<file path="config.mk">
export PLATFORM = sky130hd
export DESIGN_NAME = rd_ptr_ctrl_flat
export DESIGN_NICKNAME = d
export VERILOG_FILES = /design/src/rtl/fifo_pkg.sv /design/src/rtl/rd_ptr_ctrl_if.sv /design/src/rtl/rd_ptr_ctrl_gray2bin_conv.sv /design/src/rtl/rd_ptr_ctrl.sv /design/src/flat_wrapper.sv
export SDC_FILE = /design/constraint.sdc
export NUM_CORES = 1
export LEC_CHECK = 0
export CORE_UTILIZATION = 40
export DETAILED_ROUTE_END_ITERATION = 10
export PLACE_DENSITY = 0.73
export SYNTH_ARGS = -nofsm -noshare
export SYNTH_HDL_FRONTEND = slang
export SYNTH_HIERARCHICAL = 1
export SYNTH_SLANG_ARGS = --single-unit
export TNS_END_PERCENT = 1
</file>
<file path="constraint.sdc">
create_clock -name rclk -period 6.3 [get_ports rclk]
set_input_delay 0.63 -clock rclk [delete_from_list [all_inputs] [get_ports rclk]]
set_output_delay 0.63 -clock rclk [all_outputs]
set_load 0.02 [all_outputs]
</file>
<file path="src/rtl/fifo_pkg.sv">
// Shared definitions for the dual-clock FIFO pointer controllers.
package fifo_pkg;

  localparam int unsigned DEF_ADDR_W = 4;

  function automatic logic [31:0] bin2gray(input logic [31:0] bin);
    return bin ^ (bin >> 1);
  endfunction

  function automatic logic [31:0] gray2bin(input logic [31:0] gray);
    logic [31:0] bin;
    bin[31] = gray[31];
    for (int i = 30; i >= 0; i--) begin
      bin[i] = bin[i+1] ^ gray[i];
    end
    return bin;
  endfunction

endpackage

</file>
<file path="src/rtl/rd_ptr_ctrl_if.sv">
// Read-side handshake and status bundle of the FIFO read pointer controller.
interface rd_ptr_ctrl_if
  import fifo_pkg::*;
#(
  parameter int unsigned ADDR_W = DEF_ADDR_W
);

  logic              rinc;
  logic [ADDR_W:0]   rq2_wptr;
  logic [ADDR_W-1:0] raddr;
  logic [ADDR_W:0]   rptr;
  logic              rempty;
  logic              raempty;
  logic [ADDR_W:0]   rlevel;
  logic              rundf;

  modport master (
    output rinc, rq2_wptr,
    input  raddr, rptr, rempty, raempty, rlevel, rundf
  );

  modport slave (
    input  rinc, rq2_wptr,
    output raddr, rptr, rempty, raempty, rlevel, rundf
  );

endinterface

</file>
<file path="src/rtl/rd_ptr_ctrl_gray2bin_conv.sv">
// Parametrised Gray-to-binary converter built as an XOR prefix chain from the MSB down.
module gray2bin_conv #(
  parameter int unsigned W = 5
) (
  input  logic [W-1:0] gray,
  output logic [W-1:0] bin
);

  assign bin[W-1] = gray[W-1];

  for (genvar i = 0; i < W - 1; i++) begin : g_chain
    assign bin[i] = bin[i+1] ^ gray[i];
  end

endmodule

</file>
<file path="src/rtl/rd_ptr_ctrl.sv">
// Read-side pointer controller: RAM read address, Gray read pointer, empty/almost-empty/level.
// Optional sticky underflow flag enabled by defining RD_UNDERFLOW_FLAG_EN.
module rd_ptr_ctrl
  import fifo_pkg::*;
#(
  parameter int unsigned ADDR_W    = DEF_ADDR_W,
  parameter int unsigned AEMPTY_TH = 2
) (
  input logic          rclk,
  input logic          rrst_n,
  rd_ptr_ctrl_if.slave bus
);

  localparam int unsigned PW = ADDR_W + 1;

  logic [PW-1:0] rbin_q, rbin_d;
  logic [PW-1:0] rptr_q, rgray_d;
  logic [PW-1:0] rlevel_q, lvl_d;
  logic [PW-1:0] wbin_s;
  logic          rempty_q, rempty_d;
  logic          raempty_q, raempty_d;
  logic          accept;

  gray2bin_conv #(
    .W(PW)
  ) u_wptr_conv (
    .gray(bus.rq2_wptr),
    .bin (wbin_s)
  );

  // Empty/level are computed from the post-accept pointer so the last read flips empty
  // on the same edge without a bubble.
  always_comb begin
    accept    = bus.rinc & ~rempty_q;
    rbin_d    = rbin_q + PW'(accept);
    rgray_d   = PW'(bin2gray(32'(rbin_d)));
    lvl_d     = wbin_s - rbin_d;
    rempty_d  = (rgray_d == bus.rq2_wptr);
    raempty_d = (32'(lvl_d) <= AEMPTY_TH);
  end

  always_ff @(posedge rclk) begin
    if (!rrst_n) begin
      rbin_q    <= '0;
      rptr_q    <= '0;
      rlevel_q  <= '0;
      rempty_q  <= 1'b1;
      raempty_q <= 1'b1;
    end else begin
      rbin_q    <= rbin_d;
      rptr_q    <= rgray_d;
      rlevel_q  <= lvl_d;
      rempty_q  <= rempty_d;
      raempty_q <= raempty_d;
    end
  end

`ifdef RD_UNDERFLOW_FLAG_EN
  logic rundf_q;

  always_ff @(posedge rclk) begin
    if (!rrst_n) begin
      rundf_q <= 1'b0;
    end else if (bus.rinc & rempty_q) begin
      rundf_q <= 1'b1;
    end
  end

  assign bus.rundf = rundf_q;
`else
  assign bus.rundf = 1'b0;
`endif

  assign bus.raddr   = rbin_q[ADDR_W-1:0];
  assign bus.rptr    = rptr_q;
  assign bus.rempty  = rempty_q;
  assign bus.raempty = raempty_q;
  assign bus.rlevel  = rlevel_q;

endmodule

</file>
<file path="src/flat_wrapper.sv">
// flat-port wrapper written by rule: the top's interface ports become plain ports
module rd_ptr_ctrl_flat import fifo_pkg::*;
#(
  parameter int unsigned ADDR_W    = DEF_ADDR_W,
  parameter int unsigned AEMPTY_TH = 2
)
  (rclk, rrst_n, bus_rinc, bus_rq2_wptr, bus_raddr, bus_rptr, bus_rempty, bus_raempty, bus_rlevel, bus_rundf);
  rd_ptr_ctrl_if #(.ADDR_W(ADDR_W)) bus_i ();
  input logic rclk;
  input logic rrst_n;
  input wire logic [$bits(bus_i.rinc)-1:0] bus_rinc;
  input wire logic [$bits(bus_i.rq2_wptr)-1:0] bus_rq2_wptr;
  output wire logic [$bits(bus_i.raddr)-1:0] bus_raddr;
  output wire logic [$bits(bus_i.rptr)-1:0] bus_rptr;
  output wire logic [$bits(bus_i.rempty)-1:0] bus_rempty;
  output wire logic [$bits(bus_i.raempty)-1:0] bus_raempty;
  output wire logic [$bits(bus_i.rlevel)-1:0] bus_rlevel;
  output wire logic [$bits(bus_i.rundf)-1:0] bus_rundf;
  assign bus_i.rinc = bus_rinc;
  assign bus_i.rq2_wptr = bus_rq2_wptr;
  assign bus_raddr = bus_i.raddr;
  assign bus_rptr = bus_i.rptr;
  assign bus_rempty = bus_i.rempty;
  assign bus_raempty = bus_i.raempty;
  assign bus_rlevel = bus_i.rlevel;
  assign bus_rundf = bus_i.rundf;
  rd_ptr_ctrl #(.ADDR_W(ADDR_W), .AEMPTY_TH(AEMPTY_TH)) u_core (.rclk(rclk), .rrst_n(rrst_n), .bus(bus_i));
endmodule
</file>
==> run_1/clock_map.png <==
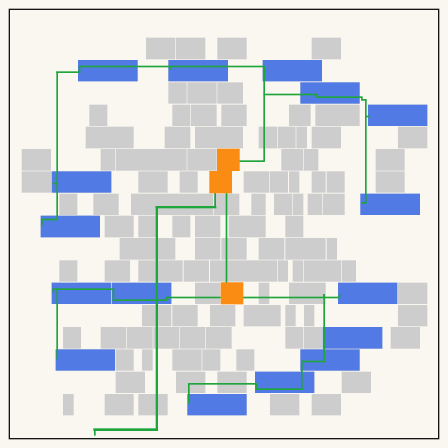
[cells driving clock nets] orange | count: 3
[flip-flops] blue | count: 16
[clock wires] green | length: 229 um
flops lie: widely spread

==> run_1/pins.png <==
Pins as bars across the die edge, other pins in grey.
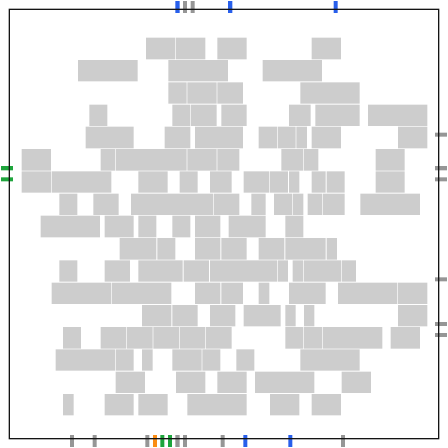
| port | colour | pins | direction | edge |
|---|---|---|---|---|
| bus_rinc | orange | 1 | input | bottom |
| bus_raddr | green | 4 | output | 2 bottom, 2 left |
| bus_rptr | blue | 5 | output | 3 top, 2 bottom |
all pins by edge: 12 bottom, 6 right, 5 top, 2 left

==> run_results.csv, run 1 <==
group,metric,value,unit
status,outcome,"finished clean",
route,vias,705,
power_and_ir_drop,sw_frac_of_total,32.0,%
worst_setup_path,crit_start,"bus_rq2_wptr[4]",
logic_synthesis,topCellsByArea,"dfxtp_1 32%, xnor2_1 9.5%, xor2_1 6.9%",
timing,tightest_slew,563,ps
logic_synthesis,adder_share,4.94,%
timing,finalSetupViolCount,0,
route,route.met3.wl,45,um
placement,post_dp_cell_area,1250,um2
route,firstDrtPassIters,4,
die,fp.dieH,52.3,um
worst_setup_path,critPathMaxStageDelay,580,ps
power_and_ir_drop,p_int,0.187,mW
final_layout,logic_gate_count,76,
clock_network,htreeDepth,1,
clock_network,clkSinkCount,16,
timing,setup_tns,0,ps
flow_run,warnings,26,
logic_synthesis,syn_nets,111,
power_and_ir_drop,p_seq_share,42.0,%
power_and_ir_drop,largestPowerGroup,"registers",
worst_setup_path,cpMaxStageDelayCell,"clkdlybuf4s50_1",
clock_network,cts-resized-gates,0,
final_layout,nNonClkInverters,3,
route,vias_per_cell,4.73,
worst_setup_path,rr_startpoint,"u_core/rbin_q[0]",
power_and_ir_drop,p_sw,0.0881,mW
final_layout,seq_share,25.2,%
power_and_ir_drop,pg_clk,0.0523,mW
logic_synthesis,yosys_cells,99,
placement,placed_cells,146,
final_layout,nets,135,
==> run_1/cell_classes.png <==
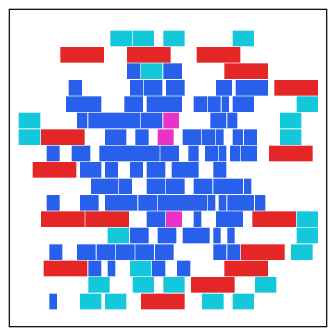
| class | colour | cells | share of their area |
|---|---|---|---|
| cells driving clock nets | magenta | 3 | 1.8% |
| all other logic | blue | 79 | 54% |
| flip-flops | red | 16 | 26% |
| other buffers and delay cells | cyan | 23 | 19% |

## run 1: cells in the final DEF, fill, tap and decap left out, drive strengths merged, types with 2 or more instances in the layout
| cell | count |
|---|---|
| a211oi | 2 |
| a21oi | 2 |
| and2 | 10 |
| clkbuf | 3 |
| clkdlybuf4s50 | 23 |
| dfxtp | 16 |
| ha | 4 |
| inv | 3 |
| mux2i | 3 |
| nand2 | 5 |
| nand3 | 2 |
| nor2 | 2 |
| nor2b | 9 |
| o21ai | 2 |
| xnor2 | 12 |
| xor2 | 10 |
## run 1: synthesized netlist by cell type
library cell and count:
dfxtp_1 16, xnor2_1 11, and2_1 10, nor2b_1 9, xor2_1 8, nand2_1 5, ha_1 4, inv_1 3
mux2i_1 3, a211oi_1 2, a21oi_1 2, buf_4 2, nor2_1 2, o21ai_0 2, a31oi_1 1, and3b_1 1
buf_6 1, clkbuf_1 1, conb_1 1, mux2_4 1, nand2b_1 1, nand3_1 1, nand3_2 1, nor3_1 1
nor4b_2 1, o211ai_2 1, o31ai_1 1, o41ai_1 1, or4b_4 1, xnor2_2 1, xnor3_1 1, xor2_2 1
xor2_4 1, xor3_1 1
## run 1: layer usage
metal  track usage, %  up-vias
met5                0        -
met4             7.89        0
met3             1.74        2
met2             24.3       12
met1             20.1      320
li1                 -      371
## run 1: through the flow
stage	worst slack (ps)	power, mW	hold WS (ps)
2_1_floorplan	3840	0.189	727
3_3_place_gp	3150	0.224	630
3_5_place_dp	3130	0.225	642
4_1_cts	3420	0.281	672
5_1_grt	3250	0.295	727
6_report	3410	0.275	660
## run 1: state kept, by name (all words and copies together), names as in the netlist
signal,cells
u_core/bus.rptr,4
u_core/bus.rempty,1
u_core/rbin_q,5
u_core/bus.raempty,1
u_core/bus.rlevel,5
==> run 2: changes to the inputs <==
clock period = 2.91 ns   (was 6.3 ns; I/O delays follow)
==> run_2/clock_map.png <==
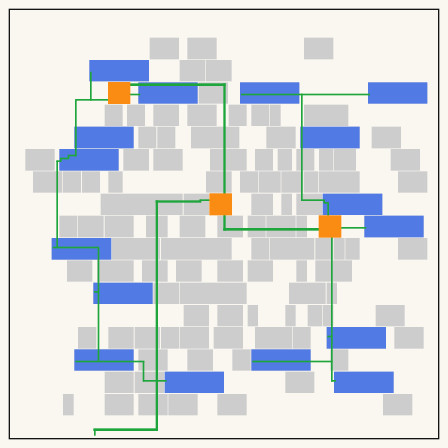
[clock wires] green | length: 220 um
[cells driving clock nets] orange | count: 3
[flip-flops] blue | count: 16
routed clock nets: 4

==> run_2/cell_classes.png <==
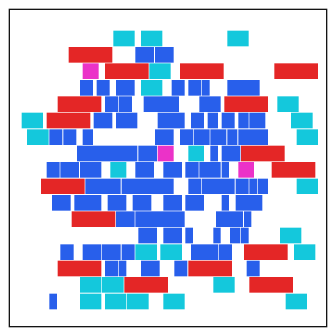
| class | colour | cells | share of their area |
|---|---|---|---|
| cells driving clock nets | magenta | 3 | 1.8% |
| flip-flops | red | 16 | 26% |
| other buffers and delay cells | cyan | 25 | 20% |
| all other logic | blue | 79 | 53% |

==> run 2 against run 1 <==
Clock power rose by 120%. First-iteration DRC count fell by 62%. Combinational power rose by 120%. Clock skew rose by 2.7 ps. Synthesized cell count did not move. Sequential power rose by 120%. Register-to-register slack got worse by 3300 ps. Worst hold slack got worse by 4.8 ps. Area after synthesis did not move. Total power rose by 120%. Clock-buffer cell count did not move. Largest power group unchanged.
==> run_results.csv, run 2 <==
group,metric,value,unit
clock_network,htreeDepth,1,
clock_network,cts-resized-gates,0,
timing,hold_ws,655,ps
worst_setup_path,rr_startpoint,"u_core/rbin_q[0]",
grt,grt_pass1_wl,2790,um
logic_synthesis,ff_type,"dfxtp_1",
worst_setup_path,cpMaxStageDelayCell,"clkdlybuf4s50_1",
timing,setup_tns,0,ps
grt,met2_usage,23.2,%
logic_synthesis,syn_nets,111,
power_and_ir_drop,sw_frac_of_total,31.7,%
die,die_area,2740,um2
timing,tightest_slew,516,ps
route,firstDrtPassIters,4,
clock_network,postCtsSetupBuffers,0,
status,outcome,"finished clean",
die,initial_core_util,44.1,%
grt,top_usage_layer,"met2",
final_layout,layout_top_cell,"clkdlybuf4s50_1",
logic_synthesis,topCellsByArea,"dfxtp_1 32%, xnor2_1 9.5%, xor2_1 6.9%",
final_layout,area_delta_synth_final,26.9,%
power_and_ir_drop,p_int,0.408,mW
final_layout,nets,137,
logic_synthesis,yosys_cells,99,
final_layout,lay_top_cells,"23 x clkdlybuf4s50_1, 16 x dfxtp_1, 11 x xnor2_1, 10 x and2_1, 9 x nor2b_1",
power_and_ir_drop,power.total,0.598,mW
logic_synthesis,edf_count,0,
die,fp.dieH,52.3,um
route,vias_per_cell,4.89,
timing,finalSetupViolCount,0,
flow_run,drv_cap,0,
flow_run,warnings,26,
power_and_ir_drop,p_sw,0.190,mW
route,vias,739,
clock_network,clockBufferDepth,2,
placement,post_dp_cell_area,1260,um2
worst_setup_path,critPathMaxStageDelay,570,ps
logic_synthesis,synth_cells,99,
worst_setup_path,arrival,2590,ps
power_and_ir_drop,p_seq_share,41.9,%
power_and_ir_drop,largestPowerGroup,"registers",
clock_network,clkSinkCount,16,
power_and_ir_drop,pg_clk,0.114,mW
==> run_2/final_congestion.png <==
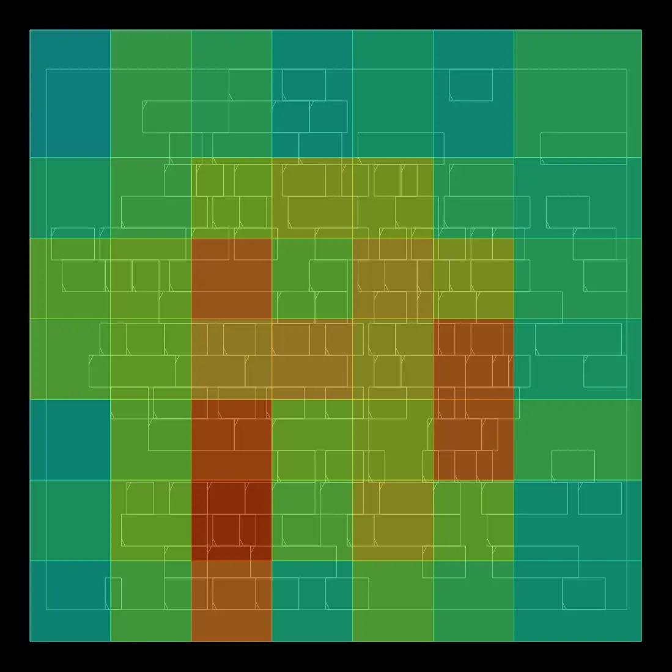
M1 GR Usage: 16.5%
met3 Track Usage GR: 5.22%
Total Routing Usage GR: 14.7%

==> run 2: cell counts after synthesis <==
No cell type changed its count.
==> run 2: kinds of logic (layout without fill, tap and decap cells) <==
kind of cell    Yosys count  in the layout  share of synthesized area, %
compound gates           10             10                          6.92
other cells               1              1                         0.370
flops                    16             16                          31.6
buf+inv                   7             31                          4.08
xor+xnor                 24             24                          26.9
simple gates             33             33                          20.6
mux                       4              4                          4.45
fa+ha+maj                 4              4                          4.94
==> run 2: area by class of cell <==
cell class | count | area (um2)
Multi-Input combinational cell | 76 | 651
Timing Repair Buffer | 25 | 245
Clock buffer | 3 | 22.5
Sequential cell | 16 | 320
Inverter | 3 | 11.3
Fill cell | 216 | 1010
Tap cell | 28 | 35.0
==> run 2: worst register-to-register path, cell delays in order, from the launching register on <==
cell and delay, ps:
dfxtp_1 390, and3b_1 230, nand3_2 150, xor2_4 250
ha_1 310, and2_1 180, a211oi_1 230, a21oi_1 120
mux2i_1 160, nor4b_2 220
==> run 2: metrics by stage <==
stage,setup slack [ps],util [%],instances
detailed placement,172,55.0,148
global route,401,55.9,151
CTS,498,55.9,151
finish,492,55.9,151
global placement,205,55.0,148
floorplan,559,-,99
==> run 2: worst max path at each step <==
stage / from / end / slack [ps] / depth (start not counted)
final: bus_rq2_wptr[4] / u_core/bus.raempty / 490 / 10
after CTS: bus_rq2_wptr[4] / u_core/bus.raempty / 500 / 10
after global routing: bus_rq2_wptr[4] / u_core/bus.raempty / 400 / 11
after floorplan: u_core/rbin_q[0] / u_core/bus.raempty / 560 / 10
after detailed placement: bus_rq2_wptr[4] / u_core/bus.raempty / 170 / 10
after global placement: bus_rq2_wptr[4] / u_core/bus.raempty / 200 / 10
==> run 3: changes to the inputs <==
PLACE_DENSITY = 0.76   (was 0.73)
clock period = 2.2 ns   (was 2.91 ns; I/O delays follow)
==> run_3/pins.png <==
Pins as bars across the die edge, other pins in grey.
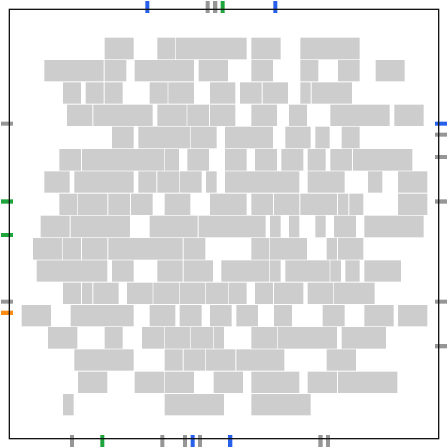
| port | colour | pins | direction | edge |
|---|---|---|---|---|
| bus_rptr | blue | 5 | output | 2 bottom, 2 top, 1 right |
| bus_rinc | orange | 1 | input | left |
| bus_raddr | green | 4 | output | 2 left, 1 bottom, 1 top |

==> run_3/final_congestion.png <==
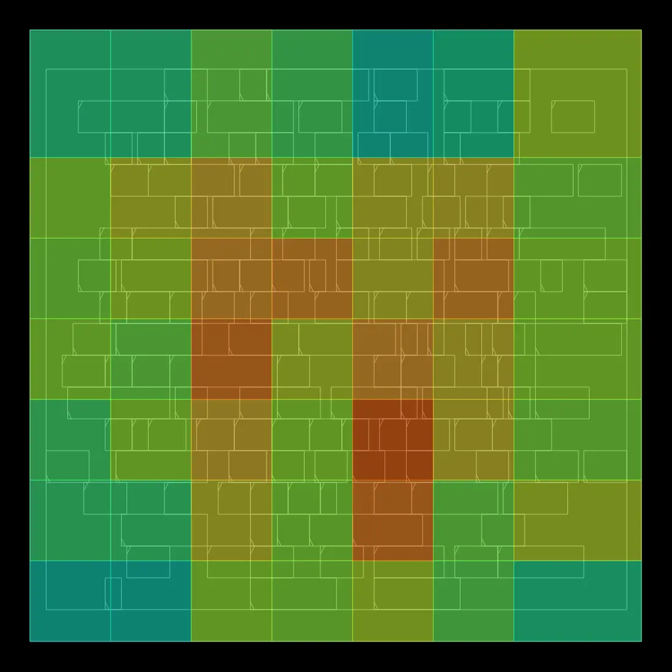
Most Crowded Layer GR: met2
GR Util met2: 32.5%

==> run 3 against run 2 <==
The run now ends with negative setup slack left. Highest routed layer unchanged. Flip-flop count stayed put. Total power is 46% higher. Sequential share of layout area is 3.7 points lower. Largest power group is now combinational logic. Clock skew is 7.4 ps higher. Critical endpoint unchanged. First-iteration DRC count is 80% lower. Utilization is 11 points higher. Critical path type unchanged.
==> run_results.csv, run 3 <==
group,metric,value,unit
timing,timing.final.ws_setup,-24.5,ps
logic_synthesis,synth_cells,99,
final_layout,nFillCells,196,
placement,post_dp_cell_area,1440,um2
die,initial_core_util,44.1,%
placement,pre_cts_slack,-382,ps
power_and_ir_drop,p_int,0.585,mW
power_and_ir_drop,sw_frac_of_total,33.2,%
logic_synthesis,yosys_cells,99,
grt,grt_pass1_wl,3640,um
flow_run,drv_cap,0,
logic_synthesis,edf_count,0,
grt,grtUsageMet1,21.7,%
final_layout,area_delta_synth_final,51.7,%
route,vias_per_cell,4.83,
die,die_area,2740,um2
route,firstDrtPassIters,4,
status,failed_checks,"negative setup slack",
route,vias,840,
timing,finalSetupViolCount,1,
status,outcome,"finished, violations left",
logic_synthesis,yosysMostFrequentCell,"dfxtp_1",
route,route.met3.wl,65,um
die,fp.dieH,52.3,um
logic_synthesis,ff_type,"dfxtp_1",
clock_network,htreeDepth,1,
final_layout,multiInputGateArea,729,um2
final_layout,final-seq-area,325,um2
logic_synthesis,top_cells_by_count,"16 x dfxtp_1, 11 x xnor2_1, 10 x and2_1",
logic_synthesis,syn_nets,111,
clock_network,clockBufferDepth,2,
placement,placed_cells,169,
final_layout,lay_top_cells,"24 x buf_4, 21 x clkdlybuf4s50_1, 14 x dfxtp_1, 9 x and2_1",
worst_setup_path,cpMaxStageDelayCell,"clkdlybuf4s50_1",
grt,grt_usage,18.4,%
logic_synthesis,synthArstFlopShare,0,%
worst_setup_path,critPathMaxStageDelay,470,ps
==> run_3/clock_map.png <==
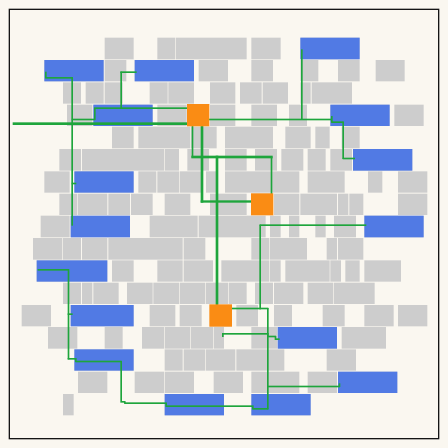
[flip-flops] blue | count: 16
[clock wires] green | length: 260 um
[cells driving clock nets] orange | count: 3
routed clock nets: 4

run 3: cell counts after synthesis:
No cell type changed its count.
run 3: worst paths after layout:
| path | startpoint | slack (ps) | to |
|---|---|---|---|
| min reg2reg | u_core/rbin_q[0] | 650 | u_core/rbin_q[0] |
| max | bus_rq2_wptr[1] | -20 | u_core/bus.raempty |
| min | rrst_n | 640 | u_core/bus.rempty |
| max reg2reg | u_core/bus.rempty | 30 | u_core/bus.raempty |
run 3: critical path, delay by kind of cell:
kind                   cells  cell delay, ps
multiplexers               1             310
XOR/XNOR                   2             330
buffers and inverters      2             620
AND-OR/OR-AND              2             490
AND/OR/NAND/NOR            2             450
run 3: logic make-up after synthesis:
kind of cell    after synthesis  share of synthesized area [%]
other cells                   1                          0.370
flops                        16                           31.6
simple gates                 33                           20.6
compound gates               10                           6.92
buf+inv                       7                           4.08
xor+xnor                     24                           26.9
mux                           4                           4.45
fa+ha+maj                     4                           4.94
run 3: power by group through the flow:
stage                     clock network [mW]  registers, mW  logic (mW)
after floorplan                            0          0.379       0.166
after global placement                     0          0.338       0.333
after detailed placement                   0          0.339       0.343
after CTS                              0.181          0.332       0.346
after global routing                   0.192          0.336       0.404
final                                  0.171          0.332       0.373
run 3: final cells by class:
| cell class | instances | area share, % |
|---|---|---|
| inverters | 3 | 0.733 |
| multi-input cells | 76 | 47.5 |
| flip-flops and latches | 16 | 21.2 |
| clock buffers | 4 | 1.71 |
| repair buffers | 47 | 26.6 |
| well taps | 28 | 2.28 |
run 3: repair_timing:
item                       4_1_cts  5_1_grt
pin swaps                        2        3
gates resized                    5        9
buffers inserted                 0        1
setup endpoints to repair        1        2
gates cloned                     0        0
Power figures rest on the tool's default switching activity, not on a simulated workload.
